===== config.mk =====
export PLATFORM = sky130hd
export DESIGN_NAME = pipeline_control
export DESIGN_NICKNAME = d
export VERILOG_FILES = /design/src/rtl/pipeline_control.sv
export SDC_FILE = /design/constraint.sdc
export NUM_CORES = 1
export LEC_CHECK = 0
export CORE_ASPECT_RATIO = 1.1
export CORE_MARGIN = 5
export CORE_UTILIZATION = 39
export CTS_CLUSTER_SIZE = 10
export DETAILED_ROUTE_END_ITERATION = 10
export PLACE_DENSITY = 0.78
export REMOVE_ABC_BUFFERS = 1
export SYNTH_ARGS = -nofsm -noshare
export SYNTH_HDL_FRONTEND = slang
export SYNTH_SLANG_ARGS = --single-unit

===== constraint.sdc =====
create_clock -name clk -period 2.4 [get_ports clk]
set_input_delay 0.24 -clock clk [delete_from_list [all_inputs] [get_ports clk]]
set_output_delay 0.24 -clock clk [all_outputs]
set_load 0.005 [all_outputs]

===== src/rtl/pipeline_control.sv =====
// pipeline_control: S-stage full-bit stall engine, decode-stage forwarding
// select with load-use detection, per-stage flush and stall-cycle counter.
//
// Ports:
//   clk, rst            clock, synchronous active-high reset
//   struct_hazard       fetch must hold this cycle
//   rs, rt, rs_used,    decode-stage source addresses and use flags
//   rt_used
//   we_vec, cad_vec,    per-stage write enable, destination address,
//   avail_vec           and "result already present" flag
//   flush_mask          empty the marked stages at the next edge
//   full, ue, stall     per-stage valid, update enable, hold
//   fwd_a, fwd_b        forwarding select (0 = GPR, d = stage ID+d)
//   hazard_a, hazard_b  operand value not yet available
//   stall_cycles        saturating count of cycles with stall[0]
module pipeline_control #(
    parameter int S  = 5,
    parameter int ID = 1,
    parameter int AW = 5,
    parameter int FW = 3,
    parameter int CW = 32
) (
    input  logic            clk,
    input  logic            rst,
    input  logic            struct_hazard,
    input  logic [AW-1:0]   rs,
    input  logic [AW-1:0]   rt,
    input  logic            rs_used,
    input  logic            rt_used,
    input  logic [S-1:0]    we_vec,
    input  logic [S*AW-1:0] cad_vec,
    input  logic [S-1:0]    avail_vec,
    input  logic [S-1:0]    flush_mask,
    output logic [S-1:0]    full,
    output logic [S-1:0]    ue,
    output logic [S-1:0]    stall,
    output logic [FW-1:0]   fwd_a,
    output logic [FW-1:0]   fwd_b,
    output logic            hazard_a,
    output logic            hazard_b,
    output logic [CW-1:0]   stall_cycles
);

    logic [S-1:0] match_a;
    logic [S-1:0] match_b;
    logic [S-1:0] haz;
    logic [S-1:0] full_nxt;
    logic         found_a;
    logic         found_b;

    // A stage is a forwarding candidate only if it is downstream of decode,
    // holds a valid instruction, writes a GPR and targets a nonzero source.
    always_comb begin
        match_a = '0;
        match_b = '0;
        for (int k = 0; k < S; k++) begin
            if (k > ID) begin
                match_a[k] = full[k] && we_vec[k] &&
                             (cad_vec[k*AW +: AW] == rs) && (rs != '0);
                match_b[k] = full[k] && we_vec[k] &&
                             (cad_vec[k*AW +: AW] == rt) && (rt != '0);
            end
        end
    end

    // The nearest downstream stage holds the youngest producer; only its
    // availability matters, older ready values never hide it.
    always_comb begin
        fwd_a    = '0;
        hazard_a = 1'b0;
        found_a  = 1'b0;
        for (int j = ID + 1; j < S; j++) begin
            if (match_a[j] && !found_a) begin
                found_a  = 1'b1;
                fwd_a    = rs_used ? FW'(j - ID) : '0;
                hazard_a = rs_used && !avail_vec[j];
            end
        end
    end

    always_comb begin
        fwd_b    = '0;
        hazard_b = 1'b0;
        found_b  = 1'b0;
        for (int j = ID + 1; j < S; j++) begin
            if (match_b[j] && !found_b) begin
                found_b  = 1'b1;
                fwd_b    = rt_used ? FW'(j - ID) : '0;
                hazard_b = rt_used && !avail_vec[j];
            end
        end
    end

    always_comb begin
        haz     = '0;
        haz[0]  = struct_hazard;
        haz[ID] = hazard_a | hazard_b;
    end

    // A full stage holds if it has a hazard itself or the stage after it
    // holds; walk from writeback toward fetch carrying the hold.
    always_comb begin
        logic run;
        run   = 1'b0;
        stall = '0;
        for (int k = S - 1; k >= 0; k--) begin
            run      = full[k] && (haz[k] || run);
            stall[k] = run;
        end
    end

    assign ue = rst ? '0 : (full & ~stall);

    // Flush wins over hold: a held, flushed stage becomes a bubble.
    always_comb begin
        full_nxt    = '0;
        full_nxt[0] = 1'b1;
        for (int k = 1; k < S; k++) begin
            full_nxt[k] = !flush_mask[k] && (ue[k-1] || stall[k]);
        end
    end

    always_ff @(posedge clk) begin
        if (rst) begin
            full         <= S'(1);
            stall_cycles <= '0;
        end else begin
            full <= full_nxt;
            if (stall[0] && !(&stall_cycles)) begin
                stall_cycles <= stall_cycles + 1'b1;
            end
        end
    end

endmodule


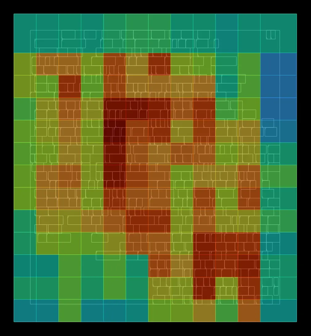
**Above:** routing congestion.
Final Util: 69.0%
met3 usage: 4.54%

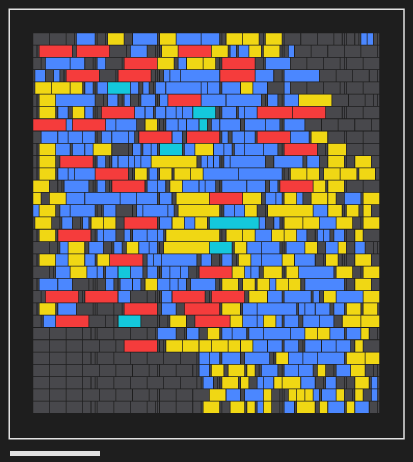
**Above:** cells coloured by class.
The bar under the picture is 20 microns long. Fill, decap, tap and diode cells in grey.
| class | colour | cells | share of their area |
|---|---|---|---|
| combinational and other logic | blue | 260 | 49% |
| clock drivers and dummy loads | cyan | 8 | 2.6% |
| flops | red | 36 | 17% |
| other buffers and delay cells | yellow | 151 | 32% |

==> summary.txt <==
run metrics: outcome finished with violations, failing checks setup timing, Synth cell types between 40 and 50, vias in the first global route between 3k and 4k, via count between 3k and 4k, post-layout min period between 2 and 3 ns, Slew Viols, Final 0, Finish-stage setup viols 27, Peak VDD IR about 320 uV, Final nets 510, Setup crit start kind flip-flop, Pint roughly 1.1 mW, clock power share a little under two fifths, die width slightly below 90 microns, Data buffer area share a little under a third, ao+oa area frac between 10% and 20%, top_reg_cell synth dfxtp_1, Tot GR Track Use between 20% and 30%, XOR/XNOR Fraction of Synth Area around a tenth, Pwr top sequential cells, global route hottest layer met2, # Post-CTS Setup Buffers 10, met3 WL 710 microns, floorplan row count 31, grt ovf 0, TritonCTS clock tree yes, Cell Area, Synth between 2000 and 3000 sq um, TritonCTS Buffers 5, post-synthesis simple-gate area fraction roughly a third, Comb. pwr around 0.29 mW, Layout area overhead 75.2%, fmax between 300 and 400 MHz, CP cell instances nand2_2 > buf_6 > nor4b_4 > or4_4 > a31oi_4 > a221oi_4 > buf_6 > buf_16 > or4_4 > a21oi_2, worst setup margin -0.130 ns, Gate Area ~2100 sq um, Post-CTS Resized between 100 and 150, Synth Seq Share 28.3%
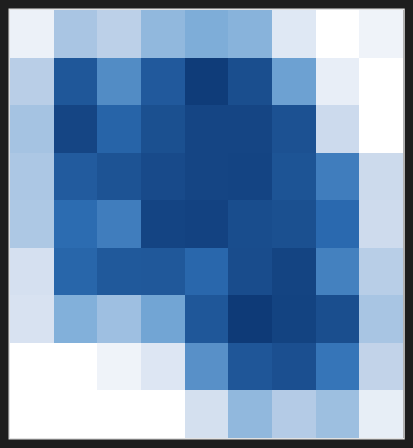
**Above:** cell density map.
9 x 9 tiles, from white (low) to dark blue (high), 0 to 100% covered.
mean over tiles: 53%
emptiest ninth of the die: south-west
densest ninth of the die: centre
tiles over 75% full: 42%
nearly empty tiles: 11%

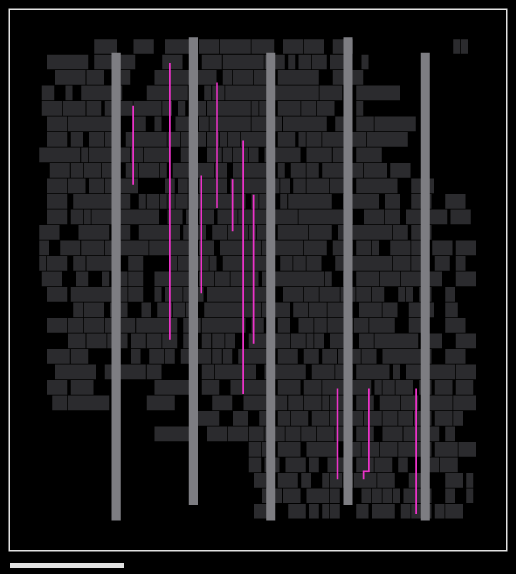
**Above:** M4 wires.
The bar under the picture is 20 microns long. Supply wires on this layer in grey. Cells faint in the background.
share of all routed wire: 2.3%
main direction: vertical
longest straight run: 48.3 microns
nets with wire on the layer: 10
wire length on this layer: 237 microns

==> final timing paths <==
kind | cells after the start | slack [ns] | from | end
setup / recovery | 10 | -0.13 | full[3] | stall_cycles[8]
hold / removal | 2 | 0.48 | flush_mask[2] | full[2]
setup reg to reg | 10 | -0.13 | full[3] | stall_cycles[8]
hold reg to reg | 2 | 0.52 | stall_cycles[18] | stall_cycles[18]
==> metrics by stage <==
stage	instances	setup TNS, ns	area, sq um
after floorplan	296	-12.76	2440
after global placement	512	-21.83	3800
after detailed placement	512	-26.61	3800
after CTS	533	-0.203	4220
after global routing	537	-3.48	4470
final	537	-1.87	4470
==> sequential cells by signal, indices dropped and copies added, names as in the netlist <==
name          count
stall_cycles     32
full              4
Power figures rest on the tool's default switching activity, not on a simulated workload.
